### Placement view, run 1

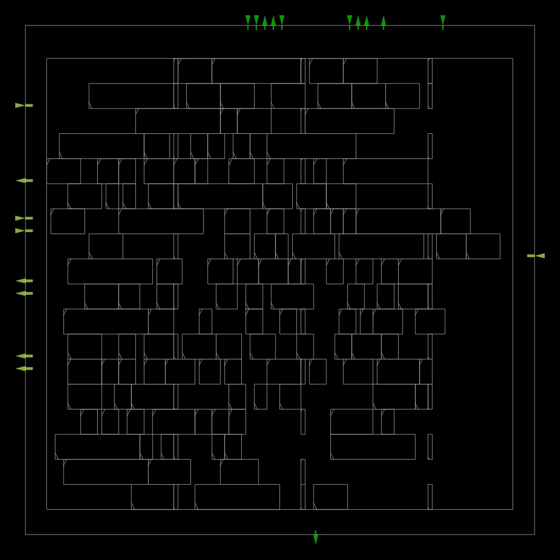
### Nets reached from selected ports, run 1

Scale bar: 20 µm.
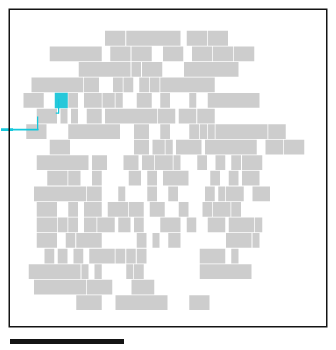
### Met2 routing, run 1

Scale bar: 20 µm.
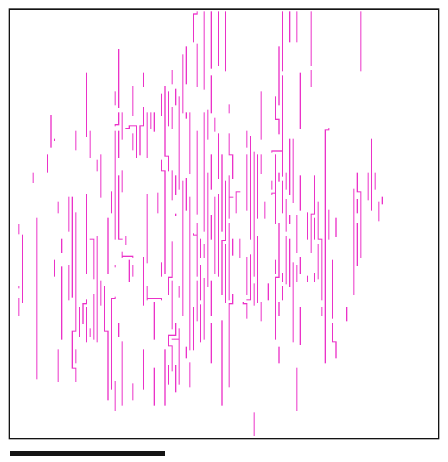
### Routed metal, one color a layer, run 1

Two of the layers only.
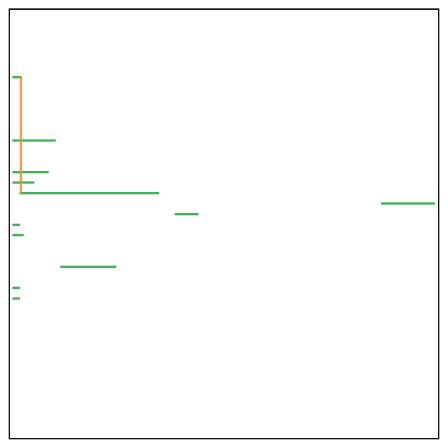
==> src/rtl/controlador_nota.sv <==
// Song-playback controller and arbiter for the piano tone path: passes free-play notes through
// when idle, and on request plays a fixed internal song ROM timed in tempo ticks.
module controlador_nota #(
  parameter int unsigned LARGO    = 16,
  parameter int unsigned PAUSA    = 1,
  parameter logic [2:0]  SILENCIO = 3'd7
) (
  input  logic       clk,
  input  logic       reset,
  input  logic       tick,
  input  logic       inicio_cancion,
  input  logic       detener,
  input  logic [2:0] nota_libre,
  input  logic       contar_libre,
  output logic [2:0] nota_salida,
  output logic       sonar,
  output logic       ocupado,
  output logic       fin_cancion,
  output logic [4:0] indice
);

  typedef enum logic [2:0] {StEspera, StCarga, StToca, StPausa, StFin} estado_e;

  localparam logic [4:0] Ultimo     = 5'(LARGO - 1);
  localparam logic [2:0] PausaTicks = 3'(PAUSA);

  // Entry format {nota, dur}; nota == 0 marks the end of the song.
  function automatic logic [5:0] rom(input logic [4:0] dir);
    case (dir)
      5'd0:    rom = {3'd1, 3'd2};
      5'd1:    rom = {3'd2, 3'd2};
      5'd2:    rom = {3'd3, 3'd2};
      5'd3:    rom = {3'd1, 3'd2};
      5'd4:    rom = {3'd4, 3'd4};
      default: rom = 6'd0;
    endcase
  endfunction

  estado_e    estado_q, estado_d;
  logic [4:0] indice_q, indice_d;
  logic [2:0] cuenta_q, cuenta_d;
  logic [2:0] nota_q, nota_d;
  logic       sonar_q, sonar_d;
  logic       ocupado_q, ocupado_d;
  logic       fin_q, fin_d;

  logic [5:0] entrada;
  logic [2:0] nota_rom;
  logic [2:0] dur_rom;
  logic       avanzar;

  always_comb begin
    estado_d = estado_q;
    indice_d = indice_q;
    cuenta_d = cuenta_q;
    avanzar  = 1'b0;
    entrada  = rom(indice_q);
    nota_rom = entrada[5:3];
    dur_rom  = entrada[2:0];

    unique case (estado_q)
      StEspera: begin
        if (inicio_cancion) begin
          estado_d = StCarga;
          indice_d = 5'd0;
        end
      end
      StCarga: begin
        if (nota_rom == 3'd0) begin
          estado_d = StFin;
        end else begin
          cuenta_d = (dur_rom == 3'd0) ? 3'd1 : dur_rom;
          estado_d = StToca;
        end
      end
      StToca: begin
        if (tick) begin
          if (cuenta_q == 3'd1) begin
            if (PAUSA > 0) begin
              cuenta_d = PausaTicks;
              estado_d = StPausa;
            end else begin
              avanzar = 1'b1;
            end
          end else begin
            cuenta_d = cuenta_q - 3'd1;
          end
        end
      end
      StPausa: begin
        if (tick) begin
          if (cuenta_q == 3'd1) avanzar = 1'b1;
          else                  cuenta_d = cuenta_q - 3'd1;
        end
      end
      StFin: begin
        estado_d = StEspera;
        indice_d = 5'd0;
      end
      default: estado_d = StEspera;
    endcase

    // The index saturates at the last entry instead of wrapping.
    if (avanzar) begin
      cuenta_d = 3'd0;
      if (indice_q == Ultimo) begin
        estado_d = StFin;
      end else begin
        indice_d = indice_q + 5'd1;
        estado_d = StCarga;
      end
    end

    if (detener) begin
      estado_d = StEspera;
      indice_d = 5'd0;
      cuenta_d = 3'd0;
    end
  end

  // Outputs are registered, so they are derived from the next state.
  always_comb begin
    nota_d    = SILENCIO;
    sonar_d   = 1'b0;
    ocupado_d = (estado_d != StEspera);
    fin_d     = (estado_d == StFin);
    case (estado_d)
      StEspera: begin
        if (!detener && contar_libre) begin
          nota_d  = nota_libre;
          sonar_d = 1'b1;
        end
      end
      StToca: begin
        nota_d  = nota_rom;
        sonar_d = 1'b1;
      end
      default: ;
    endcase
  end

  always_ff @(posedge clk or negedge reset) begin
    if (!reset) begin
      estado_q  <= StEspera;
      indice_q  <= 5'd0;
      cuenta_q  <= 3'd0;
      nota_q    <= 3'd7;
      sonar_q   <= 1'b0;
      ocupado_q <= 1'b0;
      fin_q     <= 1'b0;
    end else begin
      estado_q  <= estado_d;
      indice_q  <= indice_d;
      cuenta_q  <= cuenta_d;
      nota_q    <= nota_d;
      sonar_q   <= sonar_d;
      ocupado_q <= ocupado_d;
      fin_q     <= fin_d;
    end
  end

  assign nota_salida = nota_q;
  assign sonar       = sonar_q;
  assign ocupado     = ocupado_q;
  assign fin_cancion = fin_q;
  assign indice      = indice_q;

endmodule

==> config.mk <==
export PLATFORM = sky130hd
export DESIGN_NAME = controlador_nota
export DESIGN_NICKNAME = d
export VERILOG_FILES = /design/src/rtl/controlador_nota.sv
export SDC_FILE = /design/constraint.sdc
export NUM_CORES = 1
export LEC_CHECK = 0
export CAP_MARGIN = 20
export CELL_PAD_IN_SITES_DETAIL_PLACEMENT = 0
export CELL_PAD_IN_SITES_GLOBAL_PLACEMENT = 1
export CORE_MARGIN = 2
export CORE_UTILIZATION = 41
export DETAILED_ROUTE_END_ITERATION = 12
export PLACE_DENSITY = 0.94
export SETUP_SLACK_MARGIN = 0.05
export SLEW_MARGIN = 20
export SYNTH_ARGS = -nofsm -noshare
export SYNTH_HDL_FRONTEND = slang
export SYNTH_SLANG_ARGS = --single-unit
==> constraint.sdc <==
create_clock -name clk -period 4 [get_ports clk]
set_clock_uncertainty 0.15 [all_clocks]
set_input_delay 0.4 -clock clk [delete_from_list [all_inputs] [get_ports clk]]
set_output_delay 0.4 -clock clk [all_outputs]
set_load 0.1 [all_outputs]
==> flow_summary_export.csv, run 1 <==
group,metric,value,unit
status,status,"complete, no violations",
setup_path,arrival,2.04,ns
setup_path,rr_endpoint,"cuenta_q[0]$_DFFE_PN0P_",
yosys,synth_top_cell_by_area,"dfrtp_1",
final_timing,tightest_slew,0.973,ns
cells_and_area,layout_top_cells,"clkdlybuf4s50_1 (19), dfrtp_1 (14), a21oi_1 (10), nand3_1 (10)",
pwr,p_seq_frac,0.490,
place,dp_hpwl,1.81,mm
final_timing,finalHoldViolations,0,
setup_path,path_buffers,1,
final_timing,finalHoldWorstSlack,0.401,ns
global_routing,antenna_found_initial,0,
setup_path,slowest_stage,"clkdlybuf4s50_1",
setup_path,critPathCapture,"indice[2]",
setup_path,cp-start-kind,"flop",
clock_network,clock_latency,0.29,ns
cells_and_area,area_growth,22.4,%
yosys,postSynthAreaPerCell,9.29,µm²
clock_network,cts_buffer_depth,2,
clock_network,cts_tree,"built",
setup_path,r2r_slack,1.86,ns
pwr,comb_power_share,0.265,
yosys,mappedNetlistArea,1080,µm²
cells_and_area,final_common_cell,"clkdlybuf4s50_1",
cells_and_area,n_antenna_cell,0,
cells_and_area,layoutNonFillerInstCount,166,
clock_network,cts_resized,0,
floorplan,fp_util,0.435,
final_timing,fin_tns_setup,0,ns
detailed_routing,drt-total-wl,2.50,mm
global_routing,track_usage,0.172,
pwr,ir_drop,0.205,mV
place,place_congestion,0.790,
yosys,yosysUniqueCellTypes,44,
yosys,edf_count,0,
floorplan,die_y,55.3,µm
clock_network,cts.sinks,17,
place,place_area,1290,µm²
hold_path,hp-class,"input pin to async pin",
clock_network,cts-root-buf,"clkbuf_4",
floorplan,die-width,55.3,µm
setup_path,cp.depth,1,
pwr,switching_power,130,µW
final_timing,setup_ws,1.41,ns
setup_path,critical_path_class,"flop to output port",
cells_and_area,comb_area,619,µm²
setup_path,required,3.45,ns
detailed_routing,num_vias,971,
yosys,ys_ff,17,
clock_network,cts-htree-levels,1,
global_routing,grt-ovfl-total,0,
yosys,yosysChipArea,1080,µm²
pwr,pwr-share-clk,0.245,
detailed_routing,dr.pass1.iters,4,
global_routing,grt_max_degree,18,
final_timing,rsz0062_at_grt,"false",
yosys,synthTopCellsByArea,"dfrtp_1 (33%), dfstp_2 (7.3%), ha_1 (7.0%)",
flow_run,cap_violations,0,
global_routing,first_global_vias,964,
global_routing,grt_pass1_wl,4.35,mm
yosys,synth_async_sr_flop_share,1.00,
detailed_routing,avgRoutedWirePerCell,15.0,µm
setup_path,max_stage_delay,1.20,ns
setup_path,rr_startpoint,"indice[0]$_DFF_PN0_",
cells_and_area,final_nets,152,
pwr,p_leak,0.528,nW
setup_path,cp-end-kind,"output port",
detailed_routing,ant_nets,0,
place,dp_cells,162,
final_timing,slew_violations,0,
yosys,yosysWarnings,0,
setup_path,path_delay_family,"buffers and inverters",
yosys,top_cell_area_share,0.325,
clock_network,cts_buffers,3,
yosys,synth_nets,131,
detailed_routing,drt_iter0_drc,18,
flow_run,warning_count,30,
cells_and_area,layout-drive-gt1-share,0.118,
final_timing,max-slew-margin-rel,0.350,
setup_path,rr_worst_depth,6,
setup_path,crit_chain,"clkdlybuf4s50_1",
yosys,synth_cells,116,
final_timing,fmax,387,MHz
yosys,ys_cells,116,
cells_and_area,final_area,1320,µm²
final_timing,setup-violations-final,0,
pwr,power.density,289,nW/µm²
final_timing,finalClockPeriodUsage,0.647,
floorplan,fp.dieArea,3050,µm²
pwr,switching_share,0.341,
pwr,p_int,251,µW
pwr,power,381,µW
cells_and_area,regArea,429,µm²
place,post-place-ws,1.73,ns
clock_network,post_cts_buffers,0,
setup_path,crit_fanout,12,
setup_path,startpoint,"indice[2]$_DFF_PN0_",
clock_network,ctsHoldBuffers,0,
yosys,ys_seq_frac,0.398,
final_timing,period_minus_slack,2.59,ns
detailed_routing,vias_per_cell,5.85,
detailed_routing,drcViolationCount,0,
yosys,flop_cell,"dfrtp_1",
floorplan,rows,18,
clock_network,clk_pin_slew,0.10,ns
## Picture notes: 'Placement view'
flop count: 17
Final Util: 0.532
Core Region: 2480 µm²
tapcell count: 30
FILL cells: 240

## Picture notes: 'Nets reached from selected ports'
- cyan: `contar_libre` (bits 1; direction input; edge left; end cells 1; buffers 1; wire 9.40 µm)
I/O Buffers: 19
io pins: 20

## Picture notes: 'Met2 routing'
- nets with wire on the layer: 128
- longest straight run: 30.1 µm
- wire length on this layer: 1180 µm
- main direction: vertical
- share of all routed wire: 47%

## Picture notes: 'Routed metal, one color a layer'
- green: met3 (wire length 50.4 µm)
- orange: met4 (wire length 15.0 µm)

==> run 1: cells by family (layout without fill, tap and decap cells) <==
group / Yosys count / in the layout / share of synthesized area
AOI/OAI and AO/OA: 30 / 30 / 0.186
xor gates and xnor gates: 1 / 1 / 0.00813
DFF: 17 / 17 / 0.398
adders and majority gates: 6 / 6 / 0.0697
and+or+nand+nor: 55 / 55 / 0.311
buffers and inverters: 7 / 27 / 0.0267
==> run 1: per-layer routing <==
metal	GRT usage	share of wire	vias to the layer above
met3	0.0234	0.020	2
met5	0	0	-
met2	0.289	0.47	13
met1	0.237	0.50	481
met4	0.0314	0.0056	0
li1	-	-	475
==> run 1: sequential cells by signal (all words and copies together), names as in the netlist <==
name	count
cuenta_q	3
estado_q	3
fin_cancion	1
indice	5
nota_salida	3
ocupado	1
sonar	1
==> run 1: power by group through the flow <==
stage                     combinational (mW)  sequential, mW  clock (mW)
after floorplan                       0.0366           0.225           0
final                                  0.101           0.187      0.0933
after CTS                              0.101           0.187      0.0965
after global placement                 0.100           0.190           0
after global routing                   0.108           0.188       0.104
after detailed placement               0.101           0.190           0
==> run 1: synth_stat cells (2+ instances only) <==
cell type	n
nand3_1	10
ha_1	6
dfstp_2	3
nand2b_1	3
a211oi_1	2
nor3_1	9
dfrtp_1	14
inv_1	4
o21ai_0	4
a21oi_1	10
and3b_1	2
nor2_1	9
buf_2	2
o21ai_1	2
nand2_1	4
nand4b_1	2
or3b_2	2
and4b_1	2
==> run 1: final cells by class <==
type / count / area share
Clock buffer: 3 / 0.0171
Multi-Input combinational cell: 92 / 0.470
Sequential cell: 17 / 0.325
Tap cell: 30 / 0.0285
Clock inverter: 1 / 0.00380
Timing Repair Buffer: 19 / 0.144
Inverter: 4 / 0.0114
==> inputs of run 2 (changes only) <==
Settings changed: CORE_UTILIZATION 41 to 35, PLACE_DENSITY 0.94 to 0.87.
Clock period 4 ns to 2.36 ns, I/O delays scaled along.
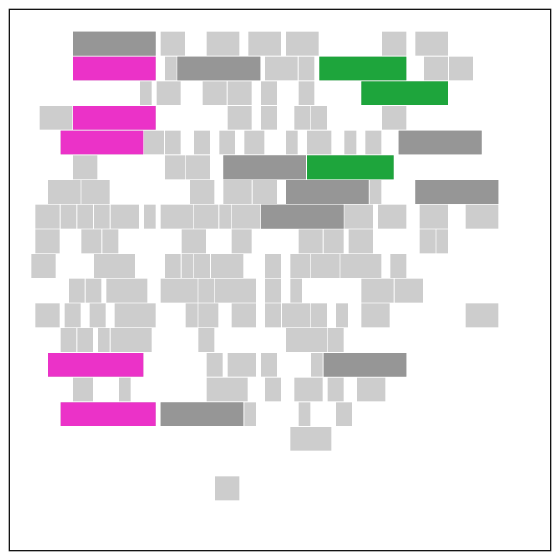
*Sequential cells grouped by signal name, run 2*
Other sequential cells in the stronger gray, the rest of the logic in the fainter gray.
- green: `nota_salida` (sequential cells 3)
- magenta: `indice` (sequential cells 5)
Seq/total area: 0.330
Reg area: 437 µm²
Seq group: 317 µW
Final Util: 0.445

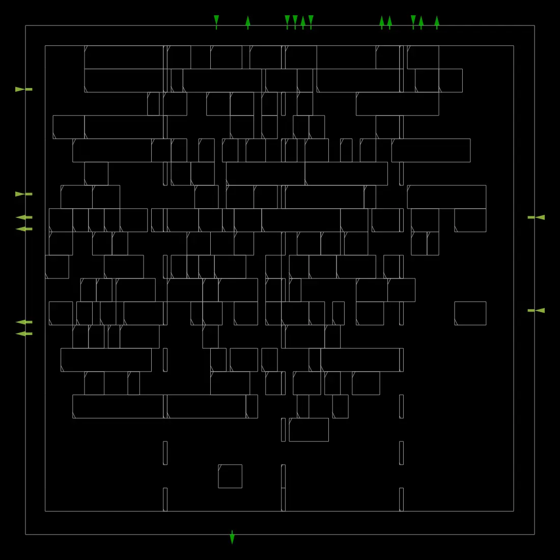
*Placement view, run 2*
FILL cells: 300
tapcell count: 33
Core Region: 2980 µm²
# rows: 20

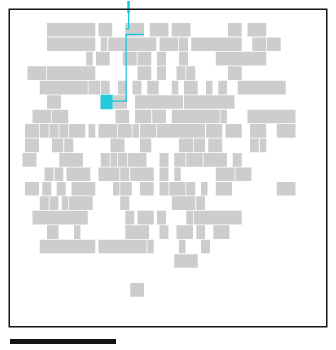
*Nets reached from selected ports, run 2*
Scale bar: 20 µm.
- cyan: `contar_libre` (bits 1; direction input; edge top; end cells 1; buffers 1; wire 23.7 µm)

==> run 2 against run 1 <==
  * Utilization down 8.7 points
  * Hold slack worse by 0.18 ns
  * Die size up 16%
  * First-iteration DRC count up 17%
  * Cell count up 3.6%
  * Critical path depth up 5
  * Total power up 71%
  * Sequential share of layout area up 0.41 points
  * Largest power group unchanged
  * Highest routed layer unchanged
  * Via count up 0.82%
==> flow_summary_export.csv, run 2 <==
group,metric,value,unit
setup_path,arrival,2.12,ns
clock_network,post_cts_buffers,0,
setup_path,rr_worst_depth,6,
detailed_routing,avgRoutedWirePerCell,15.1,µm
yosys,mappedNetlistArea,1080,µm²
final_timing,setup-violations-final,0,
detailed_routing,num_vias,979,
setup_path,critical_path_class,"flop to flop",
hold_path,hp-class,"input pin to async pin",
clock_network,ctsHoldBuffers,0,
setup_path,cp-start-kind,"flop",
floorplan,fp.dieArea,3540,µm²
pwr,ir_drop,0.198,mV
clock_network,cts_resized,0,
setup_path,critPathCapture,"cuenta_q[0]$_DFFE_PN0P_",
pwr,p_leak,0.553,nW
setup_path,cp-end-kind,"flop",
yosys,ys_seq_frac,0.398,
cells_and_area,final_common_cell,"buf_4",
detailed_routing,dr.pass1.iters,5,
yosys,edf_count,0,
clock_network,cts-root-buf,"clkbuf_4",
clock_network,cts-htree-levels,1,
floorplan,fp_util,0.362,
global_routing,grt-ovfl-total,0,
global_routing,grt_use_met3,0.0284,
yosys,top_cell_area_share,0.325,
cells_and_area,layout_top_cells,"buf_4 (14), dfrtp_1 (12), a21oi_1 (10), nand3_1 (10)",
yosys,synth_top_cell_by_area,"dfrtp_1",
clock_network,clock_latency,0.30,ns
flow_run,cap_violations,0,
clock_network,cts_tree,"built",
yosys,ys_cells,116,
yosys,synthTopCellsByArea,"dfrtp_1 (33%), dfstp_2 (7.3%), ha_1 (7.0%)",
setup_path,crit_chain,"inv_1 > ha_1 > or4_4 > a41o_1 > o2111ai_1 > a21oi_1",
clock_network,cts_buffers,3,
final_timing,fin_tns_setup,0,ns
cells_and_area,area_growth,23.0,%
global_routing,grt_use_met2,0.250,
status,status,"complete, no violations",
yosys,yosysUniqueCellTypes,44,
final_timing,fmax,482,MHz
place,dp_hpwl,2.00,mm
setup_path,required,2.40,ns
yosys,ys_ff,17,
final_timing,period_minus_slack,2.08,ns
detailed_routing,wl_met1,1.18,mm
yosys,flop_cell,"dfrtp_1",
cells_and_area,layout-drive-gt1-share,0.230,
yosys,most_common_cell,"dfrtp_1",
setup_path,crit_fanout,6,
setup_path,rr_startpoint,"indice[0]$_DFF_PN0_",
setup_path,startpoint,"indice[0]$_DFF_PN0_",
floorplan,ioPinCount,20,
detailed_routing,ant_nets,0,
setup_path,slowest_stage,"or4_4",
detailed_routing,drt-total-wl,2.60,mm
global_routing,gr-max-usage-layer,"met2",
floorplan,die_y,59.5,µm
detailed_routing,drcViolationCount,0,
yosys,yosysChipArea,1080,µm²
yosys,postSynthAreaPerCell,9.29,µm²
place,port_buffers,19,
yosys,ys_top_cells_by_count,"dfrtp_1 (14), a21oi_1 (10), nand3_1 (10), nor2_1 (9), nor3_1 (9)",
==> run 2: netlist changes by cell type in the layout (fill, tap and decap cells not counted) <==
cell             before  now
clkdlybuf4s50_1      19    8
buf_4                 0   14
dfrtp_1              14   12
dfrtp_4               0    2
==> run 2: layout make-up <==
class,count,area (µm²),area share
Timing Repair Buffer,22,185,0.140
Tap cell,33,41.3,0.0312
Sequential cell,17,437,0.330
Inverter,4,15.0,0.0113
Clock inverter,1,5.00,0.00378
Clock buffer,3,22.5,0.0170
Multi-Input combinational cell,92,619,0.467
==> run 2: worst max-delay path, delay by kind of cell, from the launching register on <==
kind / cells / cell delay, ns
AND-OR/OR-AND: 3 / 0.47
adder cells (fa/ha/maj): 1 / 0.23
buffers and inverters: 1 / 0.08
flip-flops: 1 / 0.46
AND/OR/NAND/NOR: 1 / 0.57
==> run 2: power by group <==
group | internal (mW) | switching [mW]
clock network | 0.0633 | 0.0963
registers | 0.308 | 0.00900
logic | 0.0553 | 0.118
total | 0.426 | 0.223
==> run 2: metrics by stage <==
stage          std cells  area [µm²]  total power, mW  worst slack [ns]  hold WS, ns
2_1_floorplan        116        1080            0.443             0.109       -0.210
3_3_place_gp         168        1300            0.493             0.342        0.424
3_5_place_dp         168        1300            0.496             0.287        0.448
4_1_cts              172        1330            0.658             0.273        0.255
5_1_grt              172        1330            0.683             0.188        0.288
6_report             172        1330            0.649             0.285        0.221
==> run 2: kinds of logic (layout without fill, tap and decap cells) <==
family	count (synthesis)	count (layout)	share of synthesized area
AOI/OAI and AO/OA	30	30	0.186
xor gates and xnor gates	1	1	0.00813
adders and majority gates	6	6	0.0697
buffers and inverters	7	30	0.0267
DFF	17	17	0.398
and+or+nand+nor	55	55	0.311
Power figures rest on the tool's default switching activity, not on a simulated workload.
